[src/rtl/pipe_id_fetch_ctrl_pkg.sv]
// ISA constants and a small decoder shared by the ID-side fetch control block.
// Fields: op=[31:26] rs=[25:21] rt=[20:16] imm=[15:0] addr=[25:0] funct=[5:0].
package pipe_id_fetch_ctrl_pkg;

    localparam logic [5:0]  OP_RTYPE = 6'b000000;
    localparam logic [5:0]  OP_J     = 6'b000010;
    localparam logic [5:0]  OP_JAL   = 6'b000011;
    localparam logic [5:0]  OP_BEQ   = 6'b000100;
    localparam logic [5:0]  OP_BNE   = 6'b000101;
    localparam logic [5:0]  OP_LUI   = 6'b001111;
    localparam logic [5:0]  FUNCT_JR = 6'b001000;
    localparam logic [31:0] NOP      = 32'h0000_0000;

    typedef struct packed {
        logic is_j;
        logic is_jal;
        logic is_jr;
        logic is_beq;
        logic is_bne;
        logic use_rs;
        logic use_rt;
    } dec_t;

    function automatic dec_t decode(input logic [31:0] i);
        dec_t d;
        logic [5:0] op;
        logic       rtype, i_alu, load, store;
        op       = i[31:26];
        rtype    = (op == OP_RTYPE);
        // lui carries no source register, so it is excluded from the ALU-immediate group
        i_alu    = (op[5:3] == 3'b001) && (op != OP_LUI);
        load     = (op[5:3] == 3'b100);
        store    = (op[5:3] == 3'b101);
        d.is_j   = (op == OP_J);
        d.is_jal = (op == OP_JAL);
        d.is_jr  = rtype && (i[5:0] == FUNCT_JR);
        d.is_beq = (op == OP_BEQ);
        d.is_bne = (op == OP_BNE);
        d.use_rs = rtype | i_alu | load | store | d.is_beq | d.is_bne;
        d.use_rt = rtype | store | d.is_beq | d.is_bne;
        return d;
    endfunction

endpackage

[src/rtl/pipe_ifid_reg.sv]
// IF/ID pipeline latch: inst/pc/p4 with async clear, load enable and a flush
// that turns the captured instruction into a NOP while still taking pc/p4.
module pipe_ifid_reg
    import pipe_id_fetch_ctrl_pkg::*;
(
    input  logic        clk,
    input  logic        clr,
    input  logic        en,
    input  logic        flush,
    input  logic [31:0] inst,
    input  logic [31:0] pc,
    input  logic [31:0] p4,
    output logic [31:0] d_inst,
    output logic [31:0] d_pc,
    output logic [31:0] d_p4
);

    always_ff @(posedge clk or posedge clr) begin
        if (clr) begin
            d_inst <= NOP;
            d_pc   <= '0;
            d_p4   <= '0;
        end else if (en) begin
            d_inst <= flush ? NOP : inst;
            d_pc   <= pc;
            d_p4   <= p4;
        end
    end

endmodule

[src/rtl/pipe_id_fetch_ctrl.sv]
// ID-stage control partner of the pipelined fetch stage: resolves jumps and
// branches, computes the redirect target and raises load-use / branch-operand interlocks.
module pipe_id_fetch_ctrl
    import pipe_id_fetch_ctrl_pkg::*;
#(
    parameter bit DELAY_SLOT = 1'b0
) (
    input  logic        clk,
    input  logic        clr,
    input  logic [31:0] inst,
    input  logic [31:0] pc,
    input  logic [31:0] p4,
    input  logic [31:0] qa,
    input  logic [31:0] qb,
    input  logic        ex_wreg,
    input  logic        ex_m2reg,
    input  logic [4:0]  ex_rn,
    input  logic        mem_wreg,
    input  logic        mem_m2reg,
    input  logic [4:0]  mem_rn,
    output logic        IFwip,
    output logic        will_jump,
    output logic [31:0] jump_pc,
    output logic [31:0] d_inst,
    output logic [31:0] d_pc,
    output logic [31:0] d_p4,
    output logic        id_bubble
);

    dec_t        dec;
    logic [4:0]  rs, rt;
    logic [15:0] imm;
    logic [31:0] br_off;
    logic        is_br, taken, stall;
    logic        ex_hit, mem_hit, load_use, br_hazard;

    assign dec    = decode(d_inst);
    assign rs     = d_inst[25:21];
    assign rt     = d_inst[20:16];
    assign imm    = d_inst[15:0];
    assign br_off = {{14{imm[15]}}, imm, 2'b00};
    assign is_br  = dec.is_beq | dec.is_bne | dec.is_jr;

    assign taken = dec.is_j | dec.is_jal | dec.is_jr
                 | (dec.is_beq & (qa == qb))
                 | (dec.is_bne & (qa != qb));

    always_comb begin
        jump_pc = '0;
        if (dec.is_beq | dec.is_bne)
            jump_pc = d_p4 + br_off;
        else if (dec.is_j | dec.is_jal)
            jump_pc = {d_p4[31:28], d_inst[25:0], 2'b00};
        else if (dec.is_jr)
            jump_pc = qa;
    end

    // Register 0 is hard-wired, so a zero destination never blocks anything
    assign ex_hit  = (ex_rn != 5'd0)
                   & ((dec.use_rs & (rs == ex_rn)) | (dec.use_rt & (rt == ex_rn)));
    assign mem_hit = (mem_rn != 5'd0)
                   & ((dec.use_rs & (rs == mem_rn)) | (dec.use_rt & (rt == mem_rn)));

    assign load_use  = ex_wreg & ex_m2reg & ex_hit;
    // Compares in ID cannot see an EX result or a MEM load value through the forwarding muxes
    assign br_hazard = is_br & ((ex_wreg & ex_hit) | (mem_wreg & mem_m2reg & mem_hit));
    assign stall     = load_use | br_hazard;

    assign IFwip     = ~stall;
    assign id_bubble = stall;
    assign will_jump = taken & ~stall;

    pipe_ifid_reg u_ifid (
        .clk    (clk),
        .clr    (clr),
        .en     (~stall),
        .flush  (will_jump & ~DELAY_SLOT),
        .inst   (inst),
        .pc     (pc),
        .p4     (p4),
        .d_inst (d_inst),
        .d_pc   (d_pc),
        .d_p4   (d_p4)
    );

endmodule
[config.mk]
export PLATFORM = sky130hd
export DESIGN_NAME = pipe_id_fetch_ctrl
export DESIGN_NICKNAME = d
export VERILOG_FILES = /design/src/rtl/pipe_id_fetch_ctrl_pkg.sv /design/src/rtl/pipe_ifid_reg.sv /design/src/rtl/pipe_id_fetch_ctrl.sv
export SDC_FILE = /design/constraint.sdc
export NUM_CORES = 1
export LEC_CHECK = 0
export CAP_MARGIN = 20
export CORE_ASPECT_RATIO = 1.2
export CORE_MARGIN = 5
export CORE_UTILIZATION = 45
export CTS_BUF_LIST = sky130_fd_sc_hd__clkbuf_2 sky130_fd_sc_hd__clkbuf_4 sky130_fd_sc_hd__clkbuf_8
export DETAILED_ROUTE_END_ITERATION = 10
export PLACE_DENSITY = 0.87
export SLEW_MARGIN = 5
export SYNTH_ARGS = -nofsm -noshare
export SYNTH_HDL_FRONTEND = slang
export SYNTH_SLANG_ARGS = --single-unit
[constraint.sdc]
create_clock -name clk -period 8.25 [get_ports clk]
set_clock_uncertainty 0.1 [all_clocks]
set_input_delay 1.2375 -clock clk [delete_from_list [all_inputs] [get_ports clk]]
set_output_delay 1.2375 -clock clk [all_outputs]
set_load 0.01 [all_outputs]
Run 1, I/O pins on the die edge:
(3 px per um) Pins as bars across the die edge, other pins in gray.
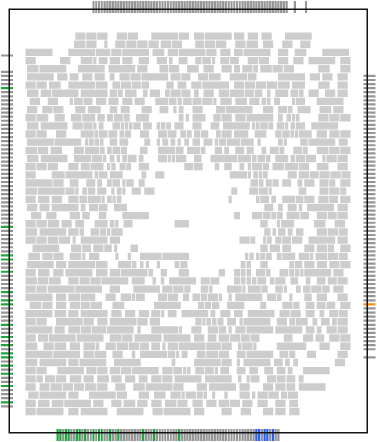
- blue: mem_rn (pins 5; direction input; edge bottom)
- green: d_pc (pins 32; direction output; edge 17 left, 15 bottom)
- orange: ex_m2reg (pins 1; direction input; edge right)
Die X: 119 um
Die H: 141 um
port bufs: 306

Run 1, wiring by layer:
(3 px per um) Only two layers are drawn.
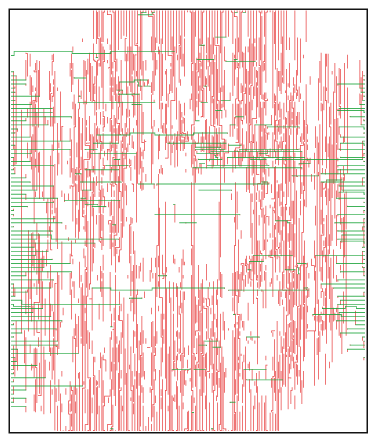
- green: metal 3 (wire length 1940 um)
- red: metal 2 (wire length 12900 um)

Run 1, cell placement:
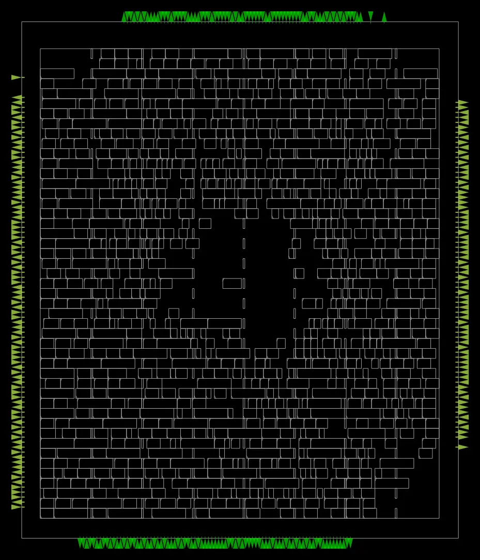
Core ar.: 13900 um^2
Core Util, Final: 70.8%
num rows: 47
n_taps: 171
FFs & Latches: 96

Run 1, nets reached from selected ports:
(2 px per um)
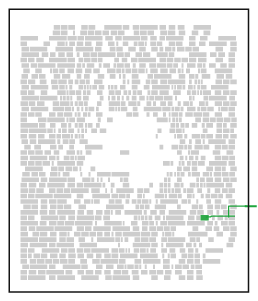
- green: ex_m2reg (bits 1; direction input; end cells 1; buffers 1; wire 29.5 um)

==> impl_metrics.json, run 1 <==
{
  "n_fill_cell": 1057,
  "swShare_pct": 34.6,
  "topCellsByArea": "dfrtp_1 38%, mux2_2 11%, xor2_1 7.0%",
  "r2r_start": "u_ifid.d_inst[29]$_DFFE_PP0N_",
  "ff2ff_path_depth": 8,
  "wl_met1_mm": 9.58,
  "hp-class": "register to register",
  "clock-sinks": 96,
  "synthTopLogicFamily": "AND-OR/OR-AND gates",
  "cts_buffers": 9,
  "setup_violations": 0,
  "die-area_um2": 16700,
  "combinationalPowerShare_pct": 32.9,
  "final_area_um2": 9830,
  "p_sw_w": 0.000454,
  "yosys_register_bits": 96,
  "place_ws_ns": 2.37,
  "combGateArea_um2": 3810,
  "cp.buffers_inverters": 3,
  "dpl.cell_count": 1106,
  "overflow": 0,
  "timing.slew.headroom_pct": 28.7,
  "synth.cellmix.compoundShare_pct": 19.8,
  "flop_cell": "dfrtp_1",
  "cts-root-buf": "clkbuf_8",
  "critPathTopFamily": "buffers and inverters",
  "synth.distinct_cells": 55,
  "drc": 0,
  "inv_count": 19,
  "antenna_found_initial": 0,
  "crit_type": "input port to output pin",
  "fin_total_pwr_w": 0.00131,
  "reg_top3": "u_ifid.d_inst (32), u_ifid.d_p4 (32), u_ifid.d_pc (32)",
  "synth_top_cell_by_count": "dfrtp_1",
  "track_usage_pct": 29.6,
  "status": "finished clean",
  "timing_hold_violations_final": 0,
  "dp_hpwl_mm": 19.6,
  "r2r-end": "u_ifid.d_pc[0]$_DFFE_PP0N_",
  "holdCritStartpoint": "u_ifid.d_pc[28]$_DFFE_PP0N_",
  "lay_top_cells": "306 x clkdlybuf4s50_1, 96 x dfrtp_1, 62 x mux2_2",
  "p_clk_share_pct": 26.1,
  "clkTransAtPathRegs_ns": 0.11,
  "clkCellAreaFrac_pct": 2.24,
  "instances_no_fill": 1122,
  "top_power_group": "sequential cells",
  "synthArstFlopShare_pct": 100,
  "synth_nets": 861,
  "cp-endpoint": "id_bubble",
  "simple_gate_area_share_pct": 11.7,
  "comb_cells": 508,
  "post_cts_buffers": 0,
  "ant_nets": 0,
  "rsz0062_at_grt": "false",
  "use_met3_pct": 7.73,
  "wl_met2_mm": 12.9,
  "first_pass_iters": 5
}
## Run 2: what changed since run 1
CORE_UTILIZATION = 43   (was 45)
PLACE_DENSITY = 0.84   (was 0.87)
clock period = 5.9 ns   (was 8.25 ns; I/O delays follow)
Run 2, drive-strength map:
(3 px per um)
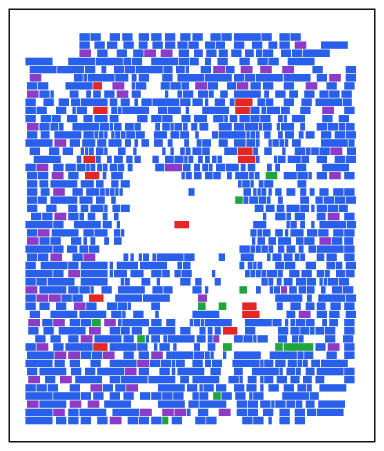
- red: _6 and larger (cells 14; most used clkbuf_8)
- purple: _2 cells (cells 67; most used mux2_2)
- green: _3 and _4 cells (cells 12; most used buf_4)
- blue: _0 and _1 cells (cells 859; most used clkdlybuf4s50_1)
Final WS setup: 0.505 ns
fin area: 9870 um^2
Non-Clock Buffer Count: 313

==> impl_metrics.json, run 2 <==
{
  "status": "finished clean",
  "cts-root-buf": "clkbuf_8",
  "die_w_um": 121,
  "placed_area_um2": 9660,
  "p_sw_w": 0.000619,
  "utilization_pct": 68.2,
  "use_met3_pct": 8.43,
  "hp-class": "register to register",
  "dominant-cell-class": "logic gates",
  "reg_top3": "u_ifid.d_inst (32), u_ifid.d_p4 (32), u_ifid.d_pc (32)",
  "swShare_pct": 34.1,
  "overflow": 0,
  "clock.fmax_mhz": 185,
  "tap-cell-count": 200,
  "clkTransAtPathRegs_ns": 0.11,
  "slowest_delay_ns": 0.88,
  "synthTopLogicFamily": "AND-OR/OR-AND gates",
  "die-area_um2": 17400,
  "netlist_area_um2": 6400,
  "comb_cells": 508,
  "port_buffers": 306,
  "seq_area_um2": 2400,
  "drt_iter0_drc": 348,
  "cp-end-kind": "output pin",
  "dpl.cell_count": 1136,
  "crit_type": "register to output pin",
  "first_pass_iters": 5,
  "r2r-end": "u_ifid.d_p4[30]$_DFFE_PP0N_",
  "lay_top_cells": "306 x clkdlybuf4s50_1, 96 x dfrtp_1, 62 x mux2_2",
  "timing_hold_violations_final": 0,
  "die_h_um": 144,
  "ff2ff_path_depth": 7,
  "n_fill_cell": 1174,
  "p_clk_share_pct": 25.4,
  "wl_met1_mm": 9.40,
  "r2r_start": "u_ifid.d_inst[27]$_DFFE_PP0N_",
  "synth_nets": 861,
  "wl_mm": 25.2,
  "antenna_found_initial": 2,
  "simple_gate_area_share_pct": 11.7,
  "clkCellAreaFrac_pct": 2.13,
  "holdCritStartpoint": "u_ifid.d_pc[2]$_DFFE_PP0N_",
  "setup_tns_ns": 0,
  "synth_top_cell_by_count": "dfrtp_1",
  "synth.distinct_cells": 55,
  "wl_per_cell_um": 21.8,
  "topCellsByArea": "dfrtp_1 38%, mux2_2 11%, xor2_1 7.0%",
  "flop_cell": "dfrtp_1",
  "wl_met2_mm": 12.5,
  "yosysWarnings": 0,
  "instances_no_fill": 1154,
  "combGateArea_um2": 3810,
  "gr-usage-met2_pct": 47.4,
  "top_power_group": "sequential cells",
  "yosys_register_bits": 96,
  "cp-endpoint": "jump_pc[31]",
  "rsz0062_at_grt": "false",
  "dp_hpwl_mm": 19.8,
  "drc": 0,
  "critPathTopFamily": "AND-OR/OR-AND gates",
  "rows": 48,
  "setup_violations": 0,
  "place_ws_ns": 1.12,
  "timing.slew.headroom_pct": 27.5,
  "synth.avg_cell_area_um2": 9.77,
  "core_area_um2": 14500,
  "synth.cellmix.compoundShare_pct": 19.8,
  "cts_buffers": 9,
  "edf_count": 0,
  "combinationalPowerShare_pct": 33.2,
  "vias": 6507,
  "syn_inst": 655,
  "inv_count": 19,
  "flops": 96,
  "ir_drop_mv": 0.136,
  "ff2ff_setup_slack_ns": 2.17,
  "cp.buffers_inverters": 1,
  "post_cts_buffers": 0,
  "fin_total_pwr_w": 0.00181,
  "finalClockPeriodUsage_pct": 91.4,
  "ant_nets": 0,
  "synthArstFlopShare_pct": 100,
  "layout_min_cycle_time_ns": 5.40,
  "clock-sinks": 96,
  "track_usage_pct": 28.5
}
